File: src/rtl/sd_pkg.sv
// Shared types and constants for the LVDA serial-data path.
package sd_pkg;

  typedef enum logic [1:0] {
    IDLE  = 2'd0,
    SHIFT = 2'd1,
    PAR   = 2'd2,
    FIN   = 2'd3
  } sd_ser_state_t;

  localparam int SD_WORD_WIDTH = 26;
  localparam int SD_PARITY_ODD = 1;

endpackage

File: src/rtl/sd_bit_counter.sv
// Counts data-bit strobes within one word; saturates at WIDTH so it never wraps.
module sd_bit_counter
  import sd_pkg::*;
#(
  parameter int WIDTH = SD_WORD_WIDTH
) (
  input  logic SIM_CLK,
  input  logic SIM_RST,
  input  logic clr,
  input  logic en,
  output logic tc
);

  localparam int CW = $clog2(WIDTH + 1);

  logic [CW-1:0] count;

  always_ff @(posedge SIM_CLK) begin
    if (!SIM_RST) begin
      count <= '0;
    end else if (clr) begin
      count <= '0;
    end else if (en && (count != CW'(WIDTH))) begin
      count <= count + 1'b1;
    end
  end

  // Terminal count: high on the enable that brings the count to WIDTH.
  assign tc = en && (count == CW'(WIDTH - 1));

endmodule

File: src/rtl/sd_serializer.sv
// Captures the ML sample bits on request and shifts them out MSB-first,
// optionally followed by an odd-parity bit, one bit per BITSTB.
module sd_serializer
  import sd_pkg::*;
#(
  parameter int WIDTH     = SD_WORD_WIDTH,
  parameter bit PARITY_EN = 1'b1
) (
  input  logic             SIM_CLK,
  input  logic             SIM_RST,
  input  logic [WIDTH-1:0] ML,
  input  logic             SDREQ,
  input  logic             BITSTB,
  output logic             SDO,
  output logic             SDVAL,
  output logic             BUSY,
  output logic             DONE,
  output logic             OVR
);

  // Handshake: SDVAL high means SDO holds the current bit; the bit is
  // consumed by the BITSTB cycle, and the next bit appears the cycle after.
  sd_ser_state_t state, state_next;

  logic [WIDTH-1:0] shreg;
  logic             par;
  logic             ovr;
  logic             accept;
  logic             shift_en;
  logic             last_bit;

  assign accept   = (state == IDLE) && SDREQ;
  assign shift_en = (state == SHIFT) && BITSTB;

  sd_bit_counter #(.WIDTH(WIDTH)) u_bit_counter (
    .SIM_CLK (SIM_CLK),
    .SIM_RST (SIM_RST),
    .clr     (accept),
    .en      (shift_en),
    .tc      (last_bit)
  );

  always_ff @(posedge SIM_CLK) begin
    if (!SIM_RST) begin
      state <= IDLE;
    end else begin
      state <= state_next;
    end
  end

  always_comb begin
    state_next = state;
    SDO        = 1'b0;
    SDVAL      = 1'b0;
    BUSY       = 1'b0;
    DONE       = 1'b0;
    case (state)
      IDLE: begin
        if (SDREQ) state_next = SHIFT;
      end
      SHIFT: begin
        SDO   = shreg[WIDTH-1];
        SDVAL = 1'b1;
        BUSY  = 1'b1;
        if (last_bit) state_next = PARITY_EN ? PAR : FIN;
      end
      PAR: begin
        SDO   = par;
        SDVAL = 1'b1;
        BUSY  = 1'b1;
        if (BITSTB) state_next = FIN;
      end
      FIN: begin
        DONE       = 1'b1;
        BUSY       = 1'b1;
        state_next = IDLE;
      end
      default: state_next = IDLE;
    endcase
  end

  // Parity is taken from ML at capture so later ML changes cannot leak in.
  always_ff @(posedge SIM_CLK) begin
    if (!SIM_RST) begin
      shreg <= '0;
      par   <= 1'b0;
      ovr   <= 1'b0;
    end else if (accept) begin
      shreg <= ML;
      par   <= (^ML) ^ 1'(SD_PARITY_ODD);
      ovr   <= 1'b0;
    end else begin
      if (shift_en) shreg <= {shreg[WIDTH-2:0], 1'b0};
      if ((state != IDLE) && SDREQ) ovr <= 1'b1;
    end
  end

  assign OVR = ovr;

endmodule

File: config.mk
export PLATFORM = sky130hd
export DESIGN_NAME = sd_serializer
export DESIGN_NICKNAME = d
export VERILOG_FILES = /design/src/rtl/sd_pkg.sv /design/src/rtl/sd_bit_counter.sv /design/src/rtl/sd_serializer.sv
export SDC_FILE = /design/constraint.sdc
export NUM_CORES = 1
export LEC_CHECK = 0
export ABC_AREA = 1
export CAP_MARGIN = 20
export CORE_MARGIN = 8
export CORE_UTILIZATION = 53
export CTS_CLUSTER_DIAMETER = 60
export DETAILED_ROUTE_END_ITERATION = 8
export GPL_ROUTABILITY_DRIVEN = 0
export PLACE_DENSITY_LB_ADDON = 0.2
export SYNTH_ARGS = -nofsm -noshare
export SYNTH_HDL_FRONTEND = slang
export SYNTH_SLANG_ARGS = --single-unit
File: constraint.sdc
create_clock -name SIM_CLK -period 1.7 [get_ports SIM_CLK]
set_input_delay 0.425 -clock SIM_CLK [delete_from_list [all_inputs] [get_ports SIM_CLK]]
set_output_delay 0.425 -clock SIM_CLK [all_outputs]
set_load 0.01 [all_outputs]
Fig. 1: run 1, metal 1
(4 px per um) Supply wires on this layer in grey.
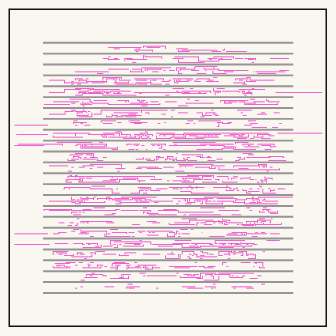
nets with wire on the layer: 391
share of all routed wire: 43%

Fig. 2: run 1, clock network drawn from the DEF
(4 px per um)
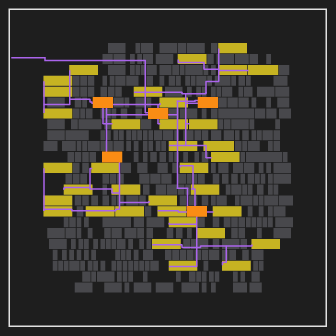
[orange] cells driving clock nets | count: 5
[yellow] flip-flops | count: 35
[purple] clock wires | length: 430 um
routed clock nets: 6

==> results_slide.txt, run 1 <==
Synthesis and Place & Route Summary

Final timing
  – Worst-Margin Slew: 0.255 ns
  – Final period utilization: 96.3%
  – Setup TNS after final layout: 0 ns
  – Final Hold Viols: 0
  – Final setup violation count: 0
  – Max Clk Rate: 0.611 GHz
  – Slew margin rel.: 83.0%

Cells and area
  – Total Nets Final: 431
  – Top Layout Cells: nand2_1 (106), o21ai_0 (42), buf_4 (38)
  – Final core utilization: 74.9%
  – Fillers: 336
  – Antenna Cells: 0
  – Logic area: 1250 um^2
  – Layout cells sized above 1: 17.5%

Setup path
  – Reg2reg path depth: 8
  – RR Endpoint: shreg[21]$_SDFFE_PN0P_
  – WP data arrival: 1.21 ns
  – FF-to-FF setup slack: 0.18 ns
  – Worst EP required: 1.27 ns
  – CP startpoint kind: flop
  – Setup Crit Path Kind: reg -> out

GRT
  – Vias in the first global route: 2120
  – GRT Residual Overflow: 0
  – First-pass GRT wire length: 8710 um

Pwr
  – Sw Pwr: 0.00125 W
  – Reg power frac: 36.3%
  – Leak: 1.55 nW
  – Comb pwr share: 46.6%

Floorplanning
  – Core box area: 3910 um^2
  – Die width: 78.9 um

Detailed routing
  – Via-to-Cell Ratio: 5.00
  – First-pass iteration count of the detailed router: 4
  – Via count: 2226

Synth
  – Synthesized area: 2100 um^2
  – Xor/xnor share: 5.43%
  – Syn nets: 363
  – AO/OA Area Share: 20.6%
  – Flops after synth: 35
  – And+or+nand+nor area frac: 27.1%
  – Post-synth cell types: 26
  – Synth mux share: 0%
  – Adder share: 4.18%
  – Syn Area/Cell: 6.43 um^2
  – Ys cells: 326

Worst hold path
  – HP Class: in -> reg
  – Hold EP: shreg[16]$_SDFFE_PN0P_
  – Hold Startpoint: ML[16]

Clocking
  – Clk sinks: 35
  – H-tree levels: 2
  – CTS tree: built
  – CTS Buf Count: 5

Place
  – Detailed Place HPWL: 3900 um

Outcome
  – Status: completed
Fig. 3: run 1, cell area per tile
(4 px per um) 8 x 8 tiles, from white (low) to dark blue (high), 0 to 100% covered.
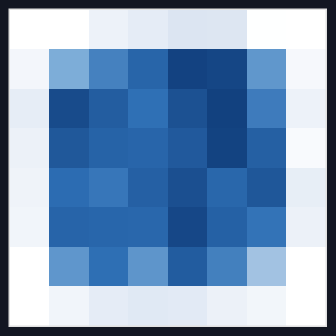
fullest tile: 93%
tiles over 75% full: 38%
densest ninth of the die: middle

[run 1: worst max-delay path, stage by stage (launching register included)]
cell and delay (ns):
dfxtp_2 0.36, inv_2 0.06, ha_4 0.16, inv_1 0.09, dlygate4sd2_1 0.27
[run 1: cell usage after synthesis]
master	count	area (um^2)
nand2_1	107	402
o21ai_0	42	210
dfxtp_1	35	701
inv_1	33	124
a21oi_1	29	145
nor2_1	15	56.3
nand3_1	9	45.0
clkbuf_1	8	30.0
ha_1	7	87.6
xnor2_1	7	61.3
o21ai_1	6	30.0
xor2_1	6	52.6
a31oi_1	3	18.8
buf_2	3	15.0
nand2_2	3	18.8
a211oi_1	2	15.0
inv_2	2	7.51
buf_4	1	7.51
inv_6	1	8.76
nor2_4	1	11.3
nor3_1	1	5.00
nor3b_2	1	12.5
nor4_2	1	12.5
o21a_1	1	7.51
o22ai_1	1	6.26
or2_1	1	6.26
[run 1: how the worst max path moves through the flow]
stage	to	slack, ns	depth (start not counted)
floorplan	SDO	0.27	4
global placement	par$_SDFFE_PN0P_	-0.18	11
detailed placement	par$_SDFFE_PN0P_	-0.22	11
CTS	SDO	0.009	5
global route	par$_SDFFE_PN0P_	-0.02	11
finish	BUSY	0.06	4
[run 1: stage by stage]
stage / instance area (um^2) / setup slack, ns / power (W) / cells
finish: 2930 / 0.0625 / 0.00335 / 445
global route: 2930 / -0.0159 / 0.00360 / 445
CTS: 2840 / 0.00881 / 0.00334 / 445
detailed placement: 2750 / -0.216 / 0.00274 / 437
global placement: 2750 / -0.178 / 0.00268 / 437
floorplan: 2100 / 0.271 / 0.00205 / 326
[run 1: sequential cells by signal, indices dropped and copies added (netlist names)]
| signal | flops |
|---|---|
| u_bit_counter.count | 5 |
| par | 1 |
| state | 2 |
| OVR | 1 |
| shreg | 26 |
[run 1: power by group through the flow]
stage / Sequential, W / Clock, W / Combinational, W
after global placement: 0.00121 / 0 / 0.00147
after CTS: 0.00121 / 0.000584 / 0.00155
after global routing: 0.00124 / 0.000617 / 0.00174
final: 0.00121 / 0.000572 / 0.00156
after floorplan: 0.00119 / 0 / 0.000854
after detailed placement: 0.00122 / 0 / 0.00152
[run 1: per-layer routing]
| layer | track usage [%] | share of wire, % |
|---|---|---|
| met5 | 0 | 0 |
| met1 | 18.4 | 43 |
| met4 | 4.81 | 0.82 |
| met3 | 3.72 | 6.0 |
| met2 | 30.7 | 50 |
[run 1: repair_timing]
| action | 4_1_cts | 5_1_grt |
|---|---|---|
| pin swaps | 1 | 7 |
| cloned | 0 | 0 |
| endpoints found under the setup margin | 4 | 3 |
| resized | 14 | 32 |
[run 1: final cells by class]
type	instances	area share, %
Clock inverter	1	0.171
Multi-Input combinational cell	243	42.8
Tap cell	50	2.13
Sequential cell	35	24.0
Timing Repair Buffer	73	23.5
Inverter	36	4.78
Clock buffer	7	2.60
[run 1: kinds of logic (layout without fill, tap and decap cells)]
| family | Yosys count | count (layout) |
|---|---|---|
| AND/OR/NAND/NOR | 139 | 139 |
| AND-OR/OR-AND | 84 | 84 |
| buffers and inverters | 48 | 117 |
| flip-flops | 35 | 35 |
| XOR/XNOR | 13 | 13 |
| adder cells (fa/ha/maj) | 7 | 7 |
==> run 2: changes to the inputs <==
--- a/config.mk
+++ b/config.mk
@@ -6,9 +6,8 @@
 export NUM_CORES = 1
 export LEC_CHECK = 0
 export ABC_AREA = 1
-export CAP_MARGIN = 20
 export CORE_MARGIN = 8
-export CORE_UTILIZATION = 53
+export CORE_UTILIZATION = 45
 export CTS_CLUSTER_DIAMETER = 60
 export DETAILED_ROUTE_END_ITERATION = 8
 export GPL_ROUTABILITY_DRIVEN = 0
==> run 2 against run 1 <==
Compared with the run above: die size is 14% higher; worst hold slack improved by 0.0031 ns; via count is 1.7% lower; largest power group unchanged; count of clock-buffer cells in the layout shrank 1; non-clock buffer count is 6 lower; highest routed layer unchanged; clock skew shrank 0.00061 ns; first-iteration DRC count decreased by 51%; global-route usage down 2.6 points; combinational power is essentially flat; clock power rose by 4.2%; critical endpoint is now SDO; register-to-register slack better by 0.06 ns.
==> results_slide.txt, run 2 <==
Synthesis and Place & Route Summary

Outcome
  – Status: completed (unchanged)

Final timing
  – Final setup violation count: 0 (unchanged)
  – Worst-Margin Slew: 0.301 ns (was 0.255 ns)
  – Slew margin rel.: 79.9% (was 83.0%)
  – Max Clk Rate: 0.602 GHz (was 0.611 GHz)
  – Final Hold Viols: 0 (unchanged)
  – Final period utilization: 97.7% (was 96.3%)

Pwr
  – Leak: 1.45 nW (was 1.55 nW)
  – Tot Pwr: 0.00335 W (about the same)

Cells and area
  – Biggest regs: shreg (26), u_bit_counter.count (5), state (2) (unchanged)
  – Total Nets Final: 425 (was 431)
  – Antenna Cells: 0 (unchanged)
  – Max reg flops: 26 (unchanged)
  – Top Layout Cells: nand2_1 (105), o21ai_0 (42), dfxtp_1 (33) (was nand2_1 (106), o21ai_0 (42), buf_4 (38))
  – Most flops, register: shreg (unchanged)

Clocking
  – CTS Buf Count: 5 (unchanged)
  – Clk sinks: 35 (unchanged)
  – H-tree levels: 2 (unchanged)
  – CTS tree: built (unchanged)

Setup path
  – Family with the most delay on the worst path: flip-flops (was buffers and inverters)
  – Crit path depth: 6 (was 4)
  – Setup Crit Path Kind: reg -> out (unchanged)
  – Critical Path Max Stage Delay: 0.32 ns (was 0.36 ns)
  – Crit path buffers/inverters: 3 (unchanged)
  – Crit path cell chain: inv_2 > buf_4 > ha_1 > nand2_1 > a21oi_1 > buf_2 (was inv_2 > ha_4 > inv_1 > dlygate4sd2_1)
  – Worst EP required: 1.27 ns (about the same)
  – WP data arrival: 1.24 ns (was 1.21 ns)
  – CP startpoint kind: flop (unchanged)

Synth
  – Top cells by area: dfxtp_1 (33%), nand2_1 (19%), o21ai_0 (10%), a21oi_1 (6.9%), inv_1 (5.9%) (unchanged)
  – Syn Area/Cell: 6.43 um^2 (unchanged)
  – Synth top cell by count: nand2_1 (unchanged)
  – Post-synth cell types: 26 (unchanged)
  – Post-synth top area share: 33.4% (unchanged)
  – Synthesized area: 2100 um^2 (unchanged)
  – Syn nets: 363 (unchanged)
  – Asr flop ratio synth: 0% (unchanged)

Floorplanning
  – Core box area: 4600 um^2 (was 3910 um^2)

Detailed routing
  – Via-to-Cell Ratio: 4.95 (was 5.00)
  – Via count: 2189 (was 2226)
  – First-pass iteration count of the detailed router: 4 (unchanged)

Worst hold path
  – Hold EP: shreg[17]$_SDFFE_PN0P_ (was shreg[16]$_SDFFE_PN0P_)

GRT
  – Met1 Track Usage GR: 17.5% (was 18.4%)
  – Grt peak-use layer: met2 (unchanged)
  – Met3 usage: 3.10% (was 3.72%)
  – Vias in the first global route: 2051 (was 2120)
  – First-pass GRT wire length: 8720 um (was 8710 um)
  – GRT Residual Overflow: 0 (unchanged)
  – Met2 usage: 23.3% (was 30.7%)

Place
  – Detailed Place HPWL: 3750 um (was 3900 um)
-- run 2: cell counts after synthesis --
No cell type changed its count.
-- run 2: worst max path at each step --
stage / slack, ns / from / end
final: 0.04 / state[0]$_SDFFE_PN0P_ / SDO
after global routing: -0.05 / ML[16] / par$_SDFFE_PN0P_
after CTS: 0.02 / state[0]$_SDFFE_PN0P_ / DONE
after detailed placement: -0.23 / ML[18] / par$_SDFFE_PN0P_
after global placement: -0.19 / ML[18] / par$_SDFFE_PN0P_
after floorplan: 0.27 / state[0]$_SDFFE_PN0P_ / SDO
-- run 2: cells by family (layout without fill, tap and decap cells) --
| kind of cell | count (synthesis) | in the layout | synth area share [%] |
|---|---|---|---|
| DFF | 35 | 35 | 33.4 |
| xor gates and xnor gates | 13 | 13 | 5.43 |
| and+or+nand+nor | 139 | 139 | 27.1 |
| buffers and inverters | 48 | 110 | 9.19 |
| AOI/OAI and AO/OA | 84 | 84 | 20.6 |
| adders and majority gates | 7 | 7 | 4.18 |
-- run 2: what timing repair did --
action | 4_1_cts | 5_1_grt
endpoints found under the setup margin | 4 | 4
gates resized | 12 | 31
gates cloned | 0 | 0
pin swaps | 1 | 5
-- run 2: metal layers --
| layer | part of all wire [%] | vias to the layer above |
|---|---|---|
| met4 | 0.89 | 0 |
| met1 | 48 | 988 |
| met2 | 48 | 29 |
| met5 | 0 | - |
| met3 | 2.8 | 5 |
| li1 | - | 1167 |
-- run 2: worst reg2reg max path, stage by stage, from the launching register on --
cell and delay, ns:
dfxtp_1 0.38, inv_1 0.09, ha_1 0.20, nand2_1 0.06, nor2_1 0.06, nor2_4 0.12, inv_2 0.05, nor4_2 0.19
or2_1 0.14, a21oi_1 0.05
-- run 2: cell type report --
cell class                      count  area (um^2)
Inverter                           36          140
Fill cell                         417         1690
Tap cell                           54         67.6
Clock inverter                      1         5.00
Clock buffer                        6         82.6
Sequential cell                    35          703
Multi-Input combinational cell    243         1270
Timing Repair Buffer               67          646
-- run 2: per-stage QoR --
stage / utilization, % / instances / worst slack (ns) / area [um^2] / setup TNS, ns
after floorplan: - / 326 / 0.271 / 2100 / 0
after global placement: 59.5 / 435 / -0.185 / 2740 / -0.560
after detailed placement: 59.5 / 435 / -0.230 / 2740 / -0.772
after CTS: 61.2 / 442 / 0.0247 / 2820 / 0
after global routing: 63.3 / 442 / -0.0455 / 2910 / -0.0687
final: 63.3 / 442 / 0.0398 / 2910 / 0
-- run 2: power by group --
part           leakage [nW]  internal [W]  switching (W)
logic                  1.12      0.000717       0.000828
clock network        0.0470      0.000318       0.000279
registers             0.289       0.00109       0.000122
total                  1.45       0.00212        0.00123
Fig. 4: run 2, clock network drawn from the DEF
(4 px per um)
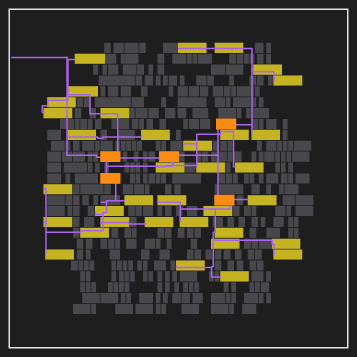
[orange] cells driving clock nets | count: 5
[purple] clock wires | length: 432 um
[yellow] flip-flops | count: 35
routed clock nets: 6

Fig. 5: run 2, the clock network
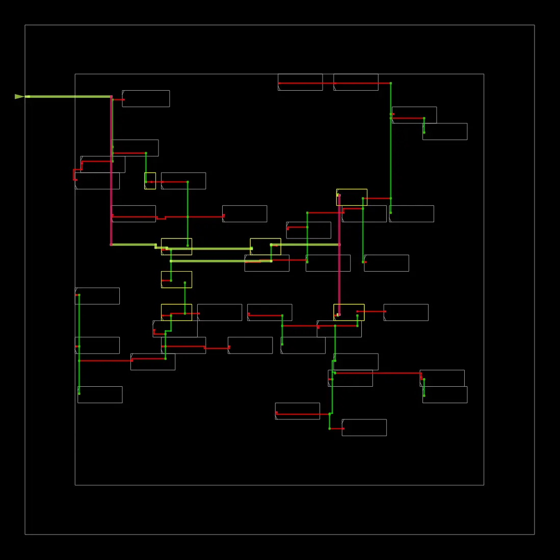
clk pwr: 0.000596 W
clk latency late pin: 0.28 ns

Fig. 6: run 2, metal 1
(3 px per um) Supply wires on this layer in grey.
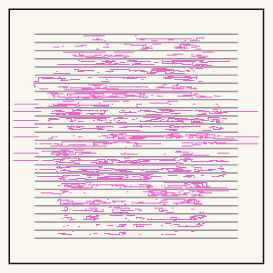
share of all routed wire: 48%
wire length on this layer: 2380 um

Power is estimated from default activity; no workload was simulated.
